Fig. 1: run 1, clock distribution
Scale: 3 px per micron.
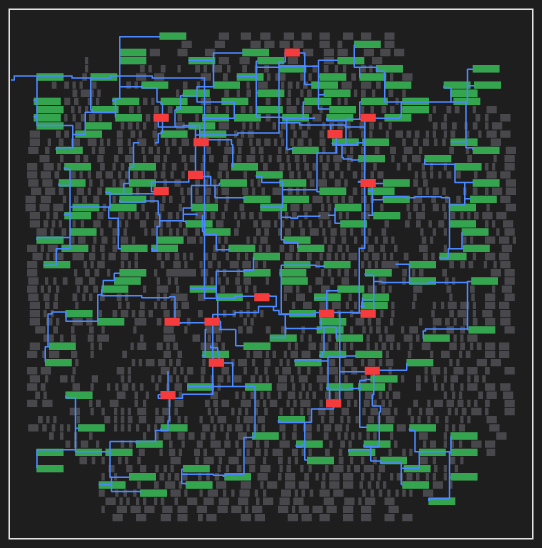
Fig. 2: run 1, pin map
Scale: 1.5 px per micron. Pins as bars across the die edge, other pins in grey.
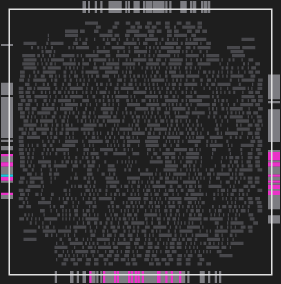
Fig. 3: run 1, cell classes on the final placement
Scale: 2 px per micron. Fill, decap, tap and diode cells in grey.
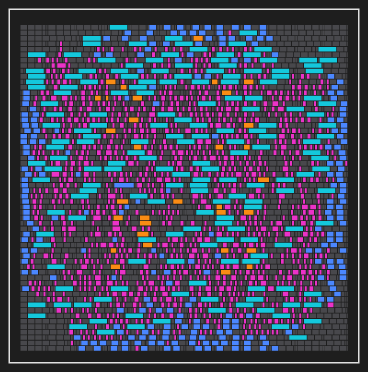
===== config.mk =====
export PLATFORM = sky130hd
export DESIGN_NAME = muldiv_seq
export DESIGN_NICKNAME = d
export VERILOG_FILES = /design/src/rtl/muldiv_pkg.sv /design/src/rtl/muldiv_opsel.sv /design/src/rtl/muldiv_seq.sv
export SDC_FILE = /design/constraint.sdc
export NUM_CORES = 1
export LEC_CHECK = 0
export ABC_AREA = 1
export CAP_MARGIN = 10
export CELL_PAD_IN_SITES_DETAIL_PLACEMENT = 1
export CELL_PAD_IN_SITES_GLOBAL_PLACEMENT = 1
export CORE_AREA = 5 5 169 171
export CTS_BUF_LIST = sky130_fd_sc_hd__clkbuf_8
export CTS_CLUSTER_SIZE = 28
export DETAILED_ROUTE_END_ITERATION = 12
export DIE_AREA = 0 0 174 176
export PLACE_DENSITY = 0.95
export SYNTH_ARGS = -nofsm -noshare
export SYNTH_HDL_FRONTEND = slang
export SYNTH_SLANG_ARGS = --single-unit

===== constraint.sdc =====
create_clock -name clk -period 10.3 [get_ports clk]
set_input_delay 1.03 -clock clk [delete_from_list [all_inputs] [get_ports clk]]
set_output_delay 1.03 -clock clk [all_outputs]
set_load 0.02 [all_outputs]

===== src/rtl/muldiv_pkg.sv =====
// Shared types and constants for the MUL/DIV sequencer.
package muldiv_pkg;

  typedef enum logic [3:0] {
    ST_IDLE,
    ST_MUL_IT,
    ST_DIV_ABSA,
    ST_DIV_ABSB,
    ST_DIV_IT,
    ST_DIV_RST,
    ST_DIV_SGNQ,
    ST_DIV_SGNR,
    ST_DONE
  } state_e;

  typedef enum logic [1:0] {
    AOP_PASS,
    AOP_ADD,
    AOP_SUB
  } aop_e;

  localparam logic        OP_MUL  = 1'b0;
  localparam logic        OP_DIV  = 1'b1;
  localparam logic [31:0] DIV0_LO = 32'hFFFF_FFFF;
  localparam int          ITERS   = 32;

endpackage


===== src/rtl/muldiv_opsel.sv =====
// Adder operand select: maps the sequencer state onto a pass, add or subtract
// of 33-bit operands; bit 32 of each operand is returned so the caller can extend the sum.
module muldiv_opsel
  import muldiv_pkg::*;
(
  input  state_e      state_i,
  input  logic [32:0] a_i,
  input  logic [31:0] q_i,
  input  logic        q_1_i,
  input  logic [32:0] m_i,
  input  logic        neg_q_i,
  input  logic        neg_r_i,
  output logic [31:0] add_a_o,
  output logic [31:0] add_b_o,
  output logic        add_cin_o,
  output logic        a_x_o,
  output logic        b_x_o
);

  logic [32:0] opnd_a;
  logic [32:0] opnd_b;
  aop_e        aop;

  always_comb begin
    opnd_a = '0;
    opnd_b = '0;
    aop    = AOP_PASS;
    case (state_i)
      ST_MUL_IT: begin
        opnd_a = a_i;
        opnd_b = m_i;
        case ({q_i[0], q_1_i})
          2'b10:   aop = AOP_SUB;
          2'b01:   aop = AOP_ADD;
          default: aop = AOP_PASS;
        endcase
      end
      ST_DIV_ABSA: begin
        if (q_i[31]) begin
          opnd_b = {q_i[31], q_i};
          aop    = AOP_SUB;
        end else begin
          opnd_a = {1'b0, q_i};
        end
      end
      ST_DIV_ABSB: begin
        if (m_i[32]) begin
          opnd_b = m_i;
          aop    = AOP_SUB;
        end else begin
          opnd_a = m_i;
        end
      end
      ST_DIV_IT: begin
        // Shift-left of {A,Q} is folded into operand A.
        opnd_a = {a_i[31:0], q_i[31]};
        opnd_b = m_i;
        aop    = a_i[32] ? AOP_ADD : AOP_SUB;
      end
      ST_DIV_RST: begin
        opnd_a = a_i;
        opnd_b = m_i;
        aop    = a_i[32] ? AOP_ADD : AOP_PASS;
      end
      ST_DIV_SGNQ: begin
        if (neg_q_i) begin
          opnd_b = {1'b0, q_i};
          aop    = AOP_SUB;
        end else begin
          opnd_a = {1'b0, q_i};
        end
      end
      ST_DIV_SGNR: begin
        if (neg_r_i) begin
          opnd_b = a_i;
          aop    = AOP_SUB;
        end else begin
          opnd_a = a_i;
        end
      end
      default: begin
        opnd_a = '0;
        opnd_b = '0;
        aop    = AOP_PASS;
      end
    endcase
  end

  always_comb begin
    add_a_o   = opnd_a[31:0];
    a_x_o     = opnd_a[32];
    add_b_o   = '0;
    b_x_o     = 1'b0;
    add_cin_o = 1'b0;
    case (aop)
      AOP_ADD: begin
        add_b_o = opnd_b[31:0];
        b_x_o   = opnd_b[32];
      end
      AOP_SUB: begin
        add_b_o   = ~opnd_b[31:0];
        b_x_o     = ~opnd_b[32];
        add_cin_o = 1'b1;
      end
      default: begin
        add_b_o   = '0;
        b_x_o     = 1'b0;
        add_cin_o = 1'b0;
      end
    endcase
  end

endmodule


===== src/rtl/muldiv_seq.sv =====
// Multi-cycle MUL (radix-2 Booth) / signed DIV (non-restoring) sequencer that
// borrows an external 32-bit adder; results land in hi/lo.
module muldiv_seq
  import muldiv_pkg::*;
#(
  parameter int WIDTH = 32,
  parameter int CNT_W = 6
) (
  input  logic             clk,
  input  logic             clear,
  input  logic             start,
  input  logic             op,
  input  logic [WIDTH-1:0] opa,
  input  logic [WIDTH-1:0] opb,
  output logic             busy,
  output logic             done,
  output logic             div_by_zero,
  output logic [WIDTH-1:0] hi,
  output logic [WIDTH-1:0] lo,
  output logic [WIDTH-1:0] add_a,
  output logic [WIDTH-1:0] add_b,
  output logic             add_cin,
  input  logic [WIDTH-1:0] add_sum,
  input  logic             add_cout
);

  state_e             state_q, state_d;
  logic [CNT_W-1:0]   cnt_q, cnt_d;
  logic [32:0]        a_q, a_d;
  logic [31:0]        q_q, q_d;
  logic               q1_q, q1_d;
  logic [32:0]        m_q, m_d;
  logic               nega_q, nega_d;
  logic               negb_q, negb_d;
  logic               dbz_q, dbz_d;
  logic [31:0]        hi_q, hi_d;
  logic [31:0]        lo_q, lo_d;

  logic               a_x, b_x;
  logic [32:0]        res;
  logic               last_it;

  muldiv_opsel u_opsel (
    .state_i   (state_q),
    .a_i       (a_q),
    .q_i       (q_q),
    .q_1_i     (q1_q),
    .m_i       (m_q),
    .neg_q_i   (nega_q ^ negb_q),
    .neg_r_i   (nega_q),
    .add_a_o   (add_a),
    .add_b_o   (add_b),
    .add_cin_o (add_cin),
    .a_x_o     (a_x),
    .b_x_o     (b_x)
  );

  // 33-bit result: the 32-bit adder plus a sign-extension bit.
  assign res     = {a_x ^ b_x ^ add_cout, add_sum};
  assign last_it = (cnt_q == CNT_W'(ITERS - 1));

  always_comb begin
    state_d = state_q;
    cnt_d   = cnt_q;
    a_d     = a_q;
    q_d     = q_q;
    q1_d    = q1_q;
    m_d     = m_q;
    nega_d  = nega_q;
    negb_d  = negb_q;
    dbz_d   = dbz_q;
    hi_d    = hi_q;
    lo_d    = lo_q;
    case (state_q)
      ST_IDLE: begin
        if (start) begin
          cnt_d  = '0;
          a_d    = '0;
          q_d    = opa;
          q1_d   = 1'b0;
          m_d    = {opb[31], opb};
          nega_d = opa[31];
          negb_d = opb[31];
          dbz_d  = 1'b0;
          if (op == OP_MUL) begin
            state_d = ST_MUL_IT;
          end else if (opb == '0) begin
            state_d = ST_DONE;
            dbz_d   = 1'b1;
            hi_d    = opa;
            lo_d    = DIV0_LO;
          end else begin
            state_d = ST_DIV_ABSA;
          end
        end
      end
      ST_MUL_IT: begin
        a_d   = {res[32], res[32:1]};
        q_d   = {res[0], q_q[31:1]};
        q1_d  = q_q[0];
        cnt_d = cnt_q + CNT_W'(1);
        if (last_it) begin
          state_d = ST_DONE;
          hi_d    = res[32:1];
          lo_d    = {res[0], q_q[31:1]};
        end
      end
      ST_DIV_ABSA: begin
        q_d     = res[31:0];
        state_d = ST_DIV_ABSB;
      end
      ST_DIV_ABSB: begin
        m_d     = res;
        state_d = ST_DIV_IT;
      end
      ST_DIV_IT: begin
        a_d   = res;
        q_d   = {q_q[30:0], ~res[32]};
        cnt_d = cnt_q + CNT_W'(1);
        if (last_it) begin
          state_d = ST_DIV_RST;
        end
      end
      ST_DIV_RST: begin
        a_d     = res;
        state_d = ST_DIV_SGNQ;
      end
      ST_DIV_SGNQ: begin
        q_d     = res[31:0];
        state_d = ST_DIV_SGNR;
      end
      ST_DIV_SGNR: begin
        a_d     = res;
        state_d = ST_DONE;
        hi_d    = res[31:0];
        lo_d    = q_q;
      end
      ST_DONE: begin
        dbz_d   = 1'b0;
        state_d = ST_IDLE;
      end
      default: begin
        state_d = ST_IDLE;
      end
    endcase
  end

  always_ff @(posedge clk or posedge clear) begin
    if (clear) begin
      state_q <= ST_IDLE;
      cnt_q   <= '0;
      a_q     <= '0;
      q_q     <= '0;
      q1_q    <= 1'b0;
      m_q     <= '0;
      nega_q  <= 1'b0;
      negb_q  <= 1'b0;
      dbz_q   <= 1'b0;
      hi_q    <= '0;
      lo_q    <= '0;
    end else begin
      state_q <= state_d;
      cnt_q   <= cnt_d;
      a_q     <= a_d;
      q_q     <= q_d;
      q1_q    <= q1_d;
      m_q     <= m_d;
      nega_q  <= nega_d;
      negb_q  <= negb_d;
      dbz_q   <= dbz_d;
      hi_q    <= hi_d;
      lo_q    <= lo_d;
    end
  end

  assign busy        = (state_q != ST_IDLE);
  assign done        = (state_q == ST_DONE);
  assign div_by_zero = done & dbz_q;
  assign hi          = hi_q;
  assign lo          = lo_q;

endmodule


==> results_tabular.tex, run 1 <==
% Yosys + OpenROAD metrics
\begin{tabular}{lr}
\hline
Metric & Value \\
\hline
\multicolumn{2}{l}{\textbf{Status}} \\
\quad Status & completed \\
\multicolumn{2}{l}{\textbf{Final layout}} \\
\quad Top Layout Cells & sky130\_fd\_sc\_hd\_\_nand2\_1 (476), sky130\_fd\_sc\_hd\_\_clkdlybuf4s50\_1 (232), sky130\_fd\_sc\_hd\_\_dfrtp\_1 (176), sky130\_fd\_sc\_hd\_\_o21ai\_0 (156), sky130\_fd\_sc\_hd\_\_nor2\_1 (136) \\
\quad Most common cell after layout, fill and taps aside & sky130\_fd\_sc\_hd\_\_nand2\_1 \\
\quad Number of nets in the layout & 1778 \\
\quad Combinational share of cell area & 39.24\% \\
\quad FF+latch area & 4404 sq um \\
\quad Area share of buffers outside the clock network & 18.33\% \\
\quad Number of multi-input logic gates & 1104 \\
\quad Core Util, Final & 50.43\% \\
\quad Buffers outside the clock class & 249 \\
\quad Total of clock buffers placed in the layout & 17 \\
\quad Combinational cell area excluding buffers and inverters & 5289 sq um \\
\quad Sequential cell count & 176 \\
\quad Post-Layout Inst Area & 13480 sq um \\
\quad Ratio of cells with drive above 1 in the final layout & 4.500\% \\
\quad Antenna cell count & 1 \\
\quad Clk tree area frac & 2.952\% \\
\multicolumn{2}{l}{\textbf{Clock network}} \\
\quad Clock transition at path regs & 0.10 ns \\
\quad PostCTS Resize Cnt & 0 \\
\quad CTS tree & built \\
\quad Post-CTS Hold Fix Bufs & 0 \\
\quad Setup Fix Bufs, Post-CTS & 0 \\
\quad Number of clock buffers inserted by TritonCTS & 17 \\
\quad Buffer levels on the longest clock path & 2 \\
\multicolumn{2}{l}{\textbf{Setup path}} \\
\quad Capture point of the critical path & add\_b[17] \\
\quad Crit. End Element & primary output \\
\quad CP max-delay cell & sky130\_fd\_sc\_hd\_\_clkdlybuf4s50\_1 \\
\quad Most Frequent Cell on Critical Path & sky130\_fd\_sc\_hd\_\_nand2\_1 \\
\quad Startpoint of the worst-slack reg-to-reg timing path & state\_q[2] \\
\quad Destination of the worst register-to-register timing path & q\_q[5] \\
\quad Worst-case reg-to-reg path depth & 12 \\
\quad Arrival time worst endpoint & 3.80 ns \\
\quad Critical Path Max Stage Delay & 0.65 ns \\
\quad Largest driver fanout on the critical path & 37 \\
\quad Startpoint Class & register \\
\multicolumn{2}{l}{\textbf{Min path}} \\
\quad Hold Crit Class & reg2reg \\
\quad Launch instance of the worst min-delay path & lo[30] \\
\multicolumn{2}{l}{\textbf{Timing}} \\
\quad Measured slew at the worst slew-check pin & 1.189 ns \\
\quad Period minus WS final & 4.832 ns \\
\quad Setup slack after layout & 5.468 ns \\
\quad Final setup viols & 0 \\
\quad Final hold vios & 0 \\
\quad Final cycle utilization of the critical path & 46.91\% \\
\quad Worst hold margin & 0.4955 ns \\
\quad Remaining max-slew budget at the tightest pin & 20.49\% \\
\multicolumn{2}{l}{\textbf{Die}} \\
\quad \# rows & 60 \\
\quad Die outline area & 30620 sq um \\
\quad Well-Tap Cells & 341 \\
\quad Io pins & 233 \\
\multicolumn{2}{l}{\textbf{Logic synthesis}} \\
\quad Top logic cell family in the synthesized netlist & AND-OR/OR-AND gates \\
\quad Syn. warnings & 0 \\
\quad Count of library flops with an enable pin & 0 \\
\quad Commonest flop & sky130\_fd\_sc\_hd\_\_dfrtp\_1 \\
\quad Cell count in the Yosys report & 1500 \\
\quad Number of library cell types mapped by synthesis & 38 \\
\quad Most used standard cell by instance count after synthesis & sky130\_fd\_sc\_hd\_\_nand2\_1 \\
\quad Most frequent cells after synthesis & sky130\_fd\_sc\_hd\_\_nand2\_1 (477), sky130\_fd\_sc\_hd\_\_dfrtp\_1 (176), sky130\_fd\_sc\_hd\_\_o21ai\_0 (156) \\
\quad Mean Syn Cell Area & 7.076 sq um \\
\quad Post-synthesis simple-gate area fraction & 24.60\% \\
\quad Number of cells produced by synthesis & 1500 \\
\quad FFs w/ async S/R, synth & 100.0\% \\
\quad Area of the mapped netlist & 10610 sq um \\
\quad Number of nets in the synthesized netlist & 1602 \\
\quad Synth mux share & 0\% \\
\multicolumn{2}{l}{\textbf{Power}} \\
\quad Share of power burned in registers & 28.5\% \\
\quad Net switching power & 0.002540 W \\
\quad Sum of internal, switching and leakage power & 0.004809 W \\
\quad Switching Fraction & 52.81\% \\
\quad Internal Power & 0.002269 W \\
\quad Pwr Density & 356.8 nW/um\^{}2 \\
\quad Maximum vdd drop & 0.3002 mV \\
\quad Part of the power in combinational logic & 61.1\% \\
\quad Static Leak & 5.767 nW \\
\multicolumn{2}{l}{\textbf{Detailed routing}} \\
\quad Vias & 12310 \\
\quad Detailed-route wire length per cell & 23.82 microns \\
\quad Count of unresolved DRC violations after routing & 0 \\
\quad Antenna violation net count after detailed routing & 0 \\
\multicolumn{2}{l}{\textbf{Placement}} \\
\quad Placed cells & 1997 \\
\quad Placement Cell Area & 13050 sq um \\
\quad Global placement routability congestion & 1.023 \\
\quad Hpwl dp & 36180 microns \\
\multicolumn{2}{l}{\textbf{Flow run}} \\
\quad Tool Warnings & 28 \\
\quad Number of max-cap violations & 0 \\
\hline
\end{tabular}
-- Fig. 1 (at the start) --
Key: blue = clock wires [length 2510 microns]; green = flip-flops [count 176]; red = cells driving clock nets [count 17]
Position of the flops: all over the die.
clock latency at the later pin of the worst-skew pair: 0.50 ns
worst-case clock skew: 0.02011 ns
power consumed by the clock network: 0.000500 W
power share of the clock group: 10.4%

-- Fig. 2 (at the start) --
Key: magenta = add_a [pins 32, direction output, edge 14 bottom, 12 right, 6 left]; cyan = add_cin [pins 1, direction output, edge left]
All pins by edge: 78 bottom, 62 right, 47 left, 46 top.
total of buffers placed on input and output ports: 232
horizontal die dimension: 174 microns
die extent in y: 176 microns

-- Fig. 3 (at the start) --
Key: magenta = all other logic [cells 1232, share of their area 44%]; orange = clock drivers and dummy loads [cells 32, share of their area 3.0%]; blue = other buffers and delay cells [cells 249, share of their area 19%]; cyan = flip-flops [cells 176, share of their area 34%]

-- run 1: state kept, by name (all words and copies together) (netlist names) --
signal	flops
lo	32
a_q	33
dbz_q	1
nega_q	1
q_q	32
negb_q	1
m_q	33
q1_q	1
hi	32
state_q	4
cnt_q	6
-- run 1: metal layers --
| metal | vias up | global-route usage [%] | share of wire (%) |
|---|---|---|---|
| met2 | 604 | 54.45 | 50 |
| li1 | 5431 | - | - |
| met5 | - | 0 | 0 |
| met4 | 0 | 17.22 | 6.6 |
| met1 | 6097 | 36.05 | 38 |
| met3 | 174 | 4.304 | 6.0 |
-- run 1: critical path, delay by kind of cell, from the launching register on --
family / cells / cell delay (ns)
and+or+nand+nor: 5 / 1.43
buffers and inverters: 3 / 1.15
DFF: 1 / 0.43
AOI/OAI and AO/OA: 2 / 0.27
--- run 2 (diff from run 1) ---
--- a/config.mk
+++ b/config.mk
@@ -9,12 +9,12 @@
 export CAP_MARGIN = 10
 export CELL_PAD_IN_SITES_DETAIL_PLACEMENT = 1
 export CELL_PAD_IN_SITES_GLOBAL_PLACEMENT = 1
-export CORE_AREA = 5 5 169 171
+export CORE_AREA = 5 5 174 176
 export CTS_BUF_LIST = sky130_fd_sc_hd__clkbuf_8
 export CTS_CLUSTER_SIZE = 28
 export DETAILED_ROUTE_END_ITERATION = 12
-export DIE_AREA = 0 0 174 176
-export PLACE_DENSITY = 0.95
+export DIE_AREA = 0 0 179 181
+export PLACE_DENSITY = 0.92
 export SYNTH_ARGS = -nofsm -noshare
 export SYNTH_HDL_FRONTEND = slang
 export SYNTH_SLANG_ARGS = --single-unit
==> constraint.sdc (replaced) <==
create_clock -name clk -period 4.78 [get_ports clk]
set_input_delay 0.478 -clock clk [delete_from_list [all_inputs] [get_ports clk]]
set_output_delay 0.478 -clock clk [all_outputs]
set_load 0.02 [all_outputs]
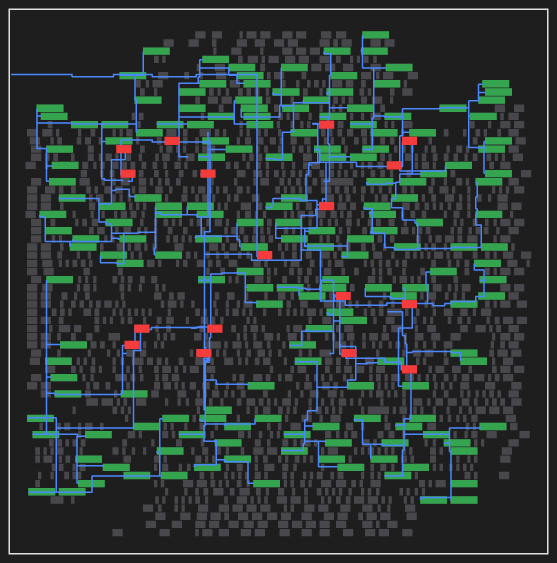
Fig. 4. Clock distribution (run 2).
Scale: 3 px per micron.
worst-case clock skew: 0.01766 ns
power share of the clock group: 10.9%
power consumed by the clock network: 0.00114 W

==> results_tabular.tex, run 2 <==
% Yosys + OpenROAD metrics
\begin{tabular}{lr}
\hline
Metric & Value \\
\hline
\multicolumn{2}{l}{\textbf{Final layout}} \\
\quad Ratio of cells with drive above 1 in the final layout & 4.672\% \\
\quad Number of nets in the layout & 1780 \\
\quad Core Util, Final & 47.60\% \\
\quad Combinational cell area excluding buffers and inverters & 5289 sq um \\
\quad Clk tree area frac & 3.038\% \\
\quad Most common cell after layout, fill and taps aside & sky130\_fd\_sc\_hd\_\_nand2\_1 \\
\quad Combinational share of cell area & 39.03\% \\
\quad Top Layout Cells & sky130\_fd\_sc\_hd\_\_nand2\_1 (476), sky130\_fd\_sc\_hd\_\_clkdlybuf4s50\_1 (232), sky130\_fd\_sc\_hd\_\_dfrtp\_1 (176), sky130\_fd\_sc\_hd\_\_o21ai\_0 (156), sky130\_fd\_sc\_hd\_\_nor2\_1 (136) \\
\quad Largest registers & a\_q x33, m\_q x33 \\
\quad Sequential cell count & 176 \\
\quad Total of clock buffers placed in the layout & 18 \\
\quad Number of multi-input logic gates & 1104 \\
\quad Buffers outside the clock class & 251 \\
\multicolumn{2}{l}{\textbf{Die}} \\
\quad Io pins & 233 \\
\quad Well-Tap Cells & 384 \\
\multicolumn{2}{l}{\textbf{Clock network}} \\
\quad PostCTS Resize Cnt & 0 \\
\quad Setup Fix Bufs, Post-CTS & 0 \\
\quad Number of clock buffers inserted by TritonCTS & 17 \\
\quad Clock latency at the later pin of the worst-skew pair & 0.50 ns \\
\quad Post-CTS Hold Fix Bufs & 0 \\
\quad Buffer levels on the longest clock path & 2 \\
\multicolumn{2}{l}{\textbf{Setup path}} \\
\quad Critical Path Max Stage Delay & 0.69 ns \\
\quad Largest driver fanout on the critical path & 45 \\
\quad Destination of the worst register-to-register timing path & q\_q[28] \\
\quad Buffering stage count on the worst path with inverters included & 4 \\
\quad CP max-delay cell & sky130\_fd\_sc\_hd\_\_clkdlybuf4s50\_1 \\
\quad WP depth & 8 \\
\quad Crit. End Element & primary output \\
\quad Capture point of the critical path & add\_a[1] \\
\quad Startpoint Class & register \\
\quad Arrival time worst endpoint & 3.57 ns \\
\quad Startpoint of the worst-slack reg-to-reg timing path & state\_q[2] \\
\multicolumn{2}{l}{\textbf{Detailed routing}} \\
\quad Top metal layer carrying routed signals & met4 \\
\quad Routed met2 length & 23980 microns \\
\quad Antenna violation net count after detailed routing & 0 \\
\quad Met3 wire length & 2962 microns \\
\quad Count of unresolved DRC violations after routing & 0 \\
\multicolumn{2}{l}{\textbf{Logic synthesis}} \\
\quad Post-synthesis simple-gate area fraction & 24.60\% \\
\quad Number of library cell types mapped by synthesis & 38 \\
\quad Mean Syn Cell Area & 7.076 sq um \\
\quad Number of nets in the synthesized netlist & 1602 \\
\quad Number of cells produced by synthesis & 1500 \\
\quad Synth mux share & 0\% \\
\quad Cell count in the Yosys report & 1500 \\
\quad Syn. warnings & 0 \\
\quad Area of the mapped netlist & 10610 sq um \\
\quad Most frequent cells after synthesis & sky130\_fd\_sc\_hd\_\_nand2\_1 (477), sky130\_fd\_sc\_hd\_\_dfrtp\_1 (176), sky130\_fd\_sc\_hd\_\_o21ai\_0 (156) \\
\quad FFs w/ async S/R, synth & 100.0\% \\
\quad Top logic cell family in the synthesized netlist & AND-OR/OR-AND gates \\
\quad Commonest flop & sky130\_fd\_sc\_hd\_\_dfrtp\_1 \\
\quad Count of library flops with an enable pin & 0 \\
\multicolumn{2}{l}{\textbf{Timing}} \\
\quad Final hold vios & 0 \\
\quad Setup slack after layout & 0.7352 ns \\
\quad Final cycle utilization of the critical path & 84.62\% \\
\quad Final setup viols & 0 \\
\quad Period minus WS final & 4.045 ns \\
\quad Remaining max-slew budget at the tightest pin & 18.66\% \\
\multicolumn{2}{l}{\textbf{Power}} \\
\quad Internal Power & 0.004950 W \\
\quad Sum of internal, switching and leakage power & 0.01047 W \\
\quad Pwr Density & 772.8 nW/um\^{}2 \\
\quad Static Leak & 5.768 nW \\
\quad Switching Fraction & 52.73\% \\
\multicolumn{2}{l}{\textbf{Placement}} \\
\quad Total of buffers placed on input and output ports & 232 \\
\quad Global placement routability congestion & 0.9698 \\
\quad Placed cells & 2043 \\
\quad Placement Cell Area & 13140 sq um \\
\quad Hpwl dp & 36170 microns \\
\multicolumn{2}{l}{\textbf{Flow run}} \\
\quad Number of max-cap violations & 0 \\
\multicolumn{2}{l}{\textbf{GRT}} \\
\quad Met3 demand-to-capacity share in global routing & 3.992\% \\
\quad GRT busiest layer & met2 \\
\multicolumn{2}{l}{\textbf{Status}} \\
\quad Status & completed \\
\hline
\end{tabular}
[run 2: cell types whose count changed in the layout (fill, tap and decap cells not counted)]
cell / previous run / this run
sky130_fd_sc_hd__buf_12: 0 / 1
sky130_fd_sc_hd__buf_16: 1 / 0
sky130_fd_sc_hd__buf_4: 16 / 18
sky130_fd_sc_hd__bufinv_16: 0 / 1
sky130_fd_sc_hd__clkbuf_8: 17 / 18
sky130_fd_sc_hd__clkinv_4: 3 / 2
sky130_fd_sc_hd__clkinv_8: 4 / 1
sky130_fd_sc_hd__clkinvlp_4: 0 / 3
sky130_fd_sc_hd__inv_1: 117 / 116
sky130_fd_sc_hd__inv_6: 5 / 2
sky130_fd_sc_hd__inv_8: 3 / 6
Power and IR drop assume default switching activity.
